Run 1, met2 routing:
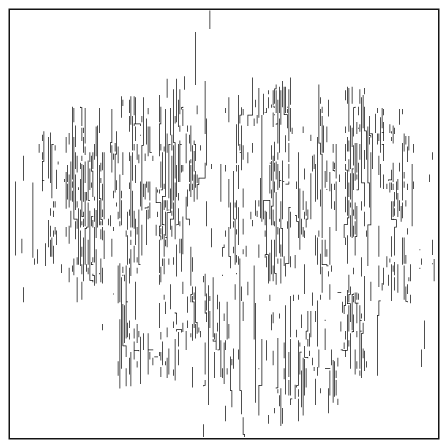
Run 1, cells coloured by class:
Bar = 20 um. Fill, decap, tap and diode cells in grey.
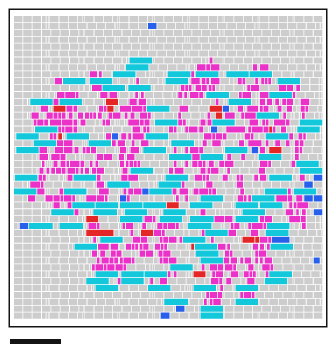
Run 1, clock nets:
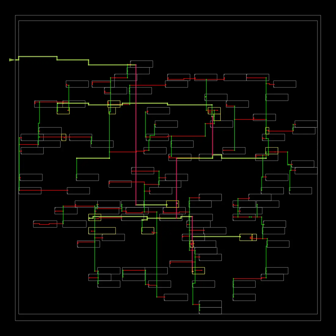
File: src/rtl/dds_ui_pkg.sv
// Shared types and default build constants for the button/mode user-interface block.
package dds_ui_pkg;

    localparam int DEF_NUM_BTN      = 2;
    localparam int DEF_DEBOUNCE_CYC = 50000;
    localparam int DEF_LONG_CYC     = 25000000;
    localparam int DEF_NUM_MODE     = 4;

    typedef enum logic [1:0] {
        BTN_IDLE    = 2'd0,
        BTN_PRESSED = 2'd1,
        BTN_LONG    = 2'd2
    } btn_state_e;

    typedef struct packed {
        logic press;
        logic long_p;
    } btn_evt_t;

endpackage

File: src/rtl/btn_debounce.sv
// One push-button: 2-flop synchroniser, stable-count debounce, and an
// idle/pressed/long FSM emitting registered one-cycle press and long events.
module btn_debounce
    import dds_ui_pkg::*;
#(
    parameter int DEBOUNCE_CYC = DEF_DEBOUNCE_CYC,
    parameter int LONG_CYC     = DEF_LONG_CYC
) (
    input  logic     gclk,
    input  logic     grst_n,
    input  logic     btn_raw,
    output btn_evt_t evt
);
    localparam int DW = $clog2(DEBOUNCE_CYC + 1);
    localparam int HW = $clog2(LONG_CYC + 1);

    logic [1:0]    sync_q;
    logic          deb_q;
    logic [DW-1:0] db_cnt_q;
    btn_state_e    state_q, state_d;
    logic [HW-1:0] hold_q, hold_d;
    btn_evt_t      evt_q, evt_d;

    // Reset to "released" so a button held through reset must debounce afresh.
    always_ff @(posedge gclk or negedge grst_n) begin
        if (!grst_n) begin
            sync_q   <= 2'b11;
            deb_q    <= 1'b1;
            db_cnt_q <= '0;
        end else begin
            sync_q <= {sync_q[0], btn_raw};
            if (sync_q[1] == deb_q) begin
                db_cnt_q <= '0;
            end else if (db_cnt_q == DW'(DEBOUNCE_CYC - 1)) begin
                deb_q    <= sync_q[1];
                db_cnt_q <= '0;
            end else begin
                db_cnt_q <= db_cnt_q + 1'b1;
            end
        end
    end

    always_ff @(posedge gclk or negedge grst_n) begin
        if (!grst_n) begin
            state_q <= BTN_IDLE;
            hold_q  <= '0;
            evt_q   <= '0;
        end else begin
            state_q <= state_d;
            hold_q  <= hold_d;
            evt_q   <= evt_d;
        end
    end

    // Release is checked before the long threshold; hold_q never passes LONG_CYC.
    always_comb begin
        state_d = state_q;
        hold_d  = hold_q;
        evt_d   = '0;
        case (state_q)
            BTN_IDLE: begin
                if (!deb_q) begin
                    state_d = BTN_PRESSED;
                    hold_d  = '0;
                end
            end
            BTN_PRESSED: begin
                if (deb_q) begin
                    state_d     = BTN_IDLE;
                    evt_d.press = 1'b1;
                end else if (hold_q == HW'(LONG_CYC)) begin
                    state_d      = BTN_LONG;
                    evt_d.long_p = 1'b1;
                end else begin
                    hold_d = hold_q + 1'b1;
                end
            end
            BTN_LONG: begin
                if (deb_q) state_d = BTN_IDLE;
            end
            default: state_d = BTN_IDLE;
        endcase
    end

    assign evt = evt_q;

endmodule

File: src/rtl/btn_mode_ctrl.sv
// Debounced push-button front end plus waveform-mode selector: btn0 steps up,
// btn1 steps down, a btn0 long press returns to mode 0.
module btn_mode_ctrl
    import dds_ui_pkg::*;
#(
    parameter  int NUM_BTN      = DEF_NUM_BTN,
    parameter  int DEBOUNCE_CYC = DEF_DEBOUNCE_CYC,
    parameter  int LONG_CYC     = DEF_LONG_CYC,
    parameter  int NUM_MODE     = DEF_NUM_MODE,
    localparam int MODE_W       = $clog2(NUM_MODE)
) (
    input  logic               Ext_CLK,
    input  logic               Ext_RESETn,
    input  logic [NUM_BTN-1:0] iExtBtn,
    output logic [NUM_BTN-1:0] oPress,
    output logic [NUM_BTN-1:0] oLong,
    output logic [MODE_W-1:0]  oMode,
    output logic               oModeChg
);
    btn_evt_t [NUM_BTN-1:0] evt;

    for (genvar g = 0; g < NUM_BTN; g++) begin : g_btn
        btn_debounce #(
            .DEBOUNCE_CYC(DEBOUNCE_CYC),
            .LONG_CYC    (LONG_CYC)
        ) u_btn (
            .gclk   (Ext_CLK),
            .grst_n (Ext_RESETn),
            .btn_raw(iExtBtn[g]),
            .evt    (evt[g])
        );
        assign oPress[g] = evt[g].press;
        assign oLong[g]  = evt[g].long_p;
    end

    logic              inc, dec, ld;
    logic [MODE_W-1:0] mode_q, mode_d;
    logic              chg_q, chg_d;

    assign inc = oPress[0];
    assign dec = oPress[1];
    assign ld  = oLong[0];

    // Long press dominates; opposing steps in the same cycle cancel out.
    always_comb begin
        mode_d = mode_q;
        chg_d  = 1'b0;
        if (ld) begin
            mode_d = '0;
            chg_d  = 1'b1;
        end else if (inc && !dec) begin
            mode_d = (mode_q == MODE_W'(NUM_MODE - 1)) ? '0 : mode_q + 1'b1;
            chg_d  = 1'b1;
        end else if (dec && !inc) begin
            mode_d = (mode_q == '0) ? MODE_W'(NUM_MODE - 1) : mode_q - 1'b1;
            chg_d  = 1'b1;
        end
    end

    always_ff @(posedge Ext_CLK or negedge Ext_RESETn) begin
        if (!Ext_RESETn) begin
            mode_q <= '0;
            chg_q  <= 1'b0;
        end else begin
            mode_q <= mode_d;
            chg_q  <= chg_d;
        end
    end

    assign oMode    = mode_q;
    assign oModeChg = chg_q;

endmodule

File: config.mk
export PLATFORM = sky130hd
export DESIGN_NAME = btn_mode_ctrl
export DESIGN_NICKNAME = d
export VERILOG_FILES = /design/src/rtl/dds_ui_pkg.sv /design/src/rtl/btn_debounce.sv /design/src/rtl/btn_mode_ctrl.sv
export SDC_FILE = /design/constraint.sdc
export NUM_CORES = 1
export LEC_CHECK = 0
export CORE_UTILIZATION = 35
export CTS_BUF_LIST = sky130_fd_sc_hd__clkbuf_8
export DETAILED_ROUTE_END_ITERATION = 12
export SYNTH_ARGS = -nofsm -noshare
export SYNTH_HDL_FRONTEND = slang
export SYNTH_SLANG_ARGS = --single-unit
File: constraint.sdc
create_clock -name Ext_CLK -period 2.75 [get_ports Ext_CLK]
set_input_delay 0.6875 -clock Ext_CLK [delete_from_list [all_inputs] [get_ports Ext_CLK]]
set_output_delay 0.6875 -clock Ext_CLK [all_outputs]
set_load 0.05 [all_outputs]
==> run notes, run 1 <==
impl run done, here's what came out: Routability Congestion=0.766, port buffer count=10, Least-Margin Pin Slew=0.763 ns, GRT busiest layer=met2, Final Max Slew Viols=0, Tmin final=2.32 ns, Clock-cell share=0.0327, cell count after synthesis=549, placed cells=725, combinational logic power=0.0557 mW, Seq cells post-synth=99, total negative slack=0 ns, DR WL/cell=13.9 um, Synth top area share=0.442, vias in the first global route=3,879, Max-slew headroom=0.491, Sw Ratio=0.228, Complex Gates by Area=0.0925, DR WL met3=334 um, chip width=125 um, register area=2480 um^2, Biggest consumer=registers, synth cell count leaders=dfrtp_1 (93), nor2_1 (80), nand2_1 (53), initial antenna violation count=0, synthesis area per yosys=5260 um^2, Top area cell types=dfrtp_1 (44%), nor2_1 (5.7%), xor2_1 (3.8%), drt total wl=10,300 um, max-cap violation count=0, part of the cycle the worst path needs=0.843, DRC violations left=0, status=complete, no violations, crit-path max cell delay=0.43 ns, Synth Area in XOR/XNOR=0.0632, fp_density=0.361, CP bufs+invs=1, Critical path origin=g_btn[1].u_btn.hold_q[0], layout cell share with drive strength beyond 1=0.0916, peak supply drop=0.336 mV, cts hold-fix bufs=0, TritonRoute pass-1 iters=4, Fin Hold WS=0.254 ns, CTS Buffer Depth=2, Antenna Violating Nets Remaining=0, final-layout non-clock buffer area share=0.0285, Largest Register=g_btn.u_btn.hold_q
## Picture notes: 'met2 routing'
- nets with wire on the layer: 455
- share of all routed wire: 47%

## Picture notes: 'cells coloured by class'
- cyan: flip-flops (cells 99; share of their area 45%)
- red: clock drivers and dummy loads (cells 16; share of their area 3.4%)
- magenta: all other logic (cells 425; share of their area 48%)
- blue: other buffers and delay cells (cells 17; share of their area 3.0%)

## Picture notes: 'clock nets'
Latency at later pin: 0.38 ns
P_clk: 0.921 mW
skew final: 0.0164 ns

--- run 2 (diff from run 1) ---
==> constraint.sdc (replaced) <==
create_clock -name Ext_CLK -period 2.2 [get_ports Ext_CLK]
set_input_delay 0.55 -clock Ext_CLK [delete_from_list [all_inputs] [get_ports Ext_CLK]]
set_output_delay 0.55 -clock Ext_CLK [all_outputs]
set_load 0.05 [all_outputs]
==> run 2 against run 1 <==
- sequential cell count is the same
- non-clock buffer count grew 21
- clock skew fell by 0.0052 ns
- critical path depth decreased by 6
- sequential share of layout area fell by 1.5 points
- hold slack worse by 0.25 ns
- total power rose by 32%
- cell count is 2.8% higher
- global-route usage shrank 0.33 points
- register-to-register slack lost 0.29 ns
- clock power is 43% higher
- critical endpoint is now oMode[1]
==> run notes, run 2 <==
impl run done, here's what came out: status=complete, no violations, Final Max Slew Viols=0, Top area cell types=dfrtp_1 (44%), nor2_1 (5.7%), xor2_1 (3.8%), Fin Hold WS=0.00600 ns, synthesis area per yosys=5260 um^2, P_clk=1.32 mW, # fillers=1,412, Synth Area in XOR/XNOR=0.0632, Least-Margin Pin Slew=0.606 ns, Post-synth ARST share=1.00, synth cell count leaders=dfrtp_1 (93), nor2_1 (80), nand2_1 (53), register area=2490 um^2, skew final=0.0112 ns, cts hold-fix bufs=0, worst-path cell chain=clkdlybuf4s50_1, Latency at later pin=0.37 ns, Syn-to-layout area delta=12.4%, final hold viol count=0, Largest Register=g_btn.u_btn.hold_q, layout cell share with drive strength beyond 1=0.131, Tmin final=2.14 ns, crit-path max cell delay=0.82 ns, initial antenna violation count=0, Clock-cell share=0.0381, Crit path depth=1, Seq cells post-synth=99, GRT busiest layer=met2, Largest delay share family, worst path=buffers and inverters, Complex Gates by Area=0.0925, DR WL/cell=13.6 um, GRT Residual Overflow=0, CP bufs+invs=1, peak supply drop=0.253 mV, combinational share of cell area=0.438, combinational logic power=0.0709 mW, Biggest consumer=registers, part of the cycle the worst path needs=0.972, vias in the first global route=3,812, final-layout non-clock buffer area share=0.0541, TritonRoute pass-1 iters=5, CP Data Arrival Time=1.59 ns, Sw Ratio=0.217, PwrDens=546 nW/um^2, port buffer count=10, Critical path origin=oMode[1], Antenna Violating Nets Remaining=0, ys cells=549, total negative slack=0 ns, chip width=125 um, cell count after synthesis=549, CTS Buffer Depth=2, Routability Congestion=0.831, DRC violations left=0, Max-slew headroom=0.596, Synth top area share=0.442, max-cap violation count=0, drt total wl=10,400 um
Run 2, clock nets:
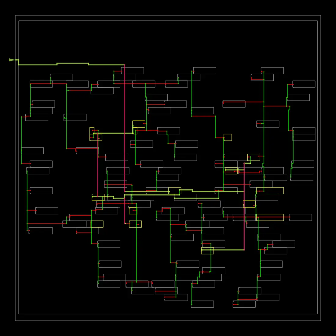
total CTS buffers: 9
clock buffers: 10

Run 2, cells coloured by class:
Bar = 20 um. Fill, decap, tap and diode cells in grey.
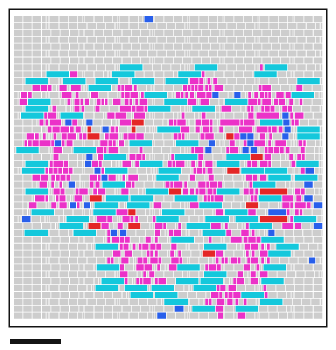
- blue: other buffers and delay cells (cells 38; share of their area 5.6%)
- magenta: all other logic (cells 425; share of their area 47%)
- red: clock drivers and dummy loads (cells 16; share of their area 4.0%)
- cyan: flip-flops (cells 99; share of their area 44%)
# rows: 44
Design Area, Final: 5920 um^2
Core ar.: 14,600 um^2
Seq/total area: 0.420

Power is estimated from default activity; no workload was simulated.
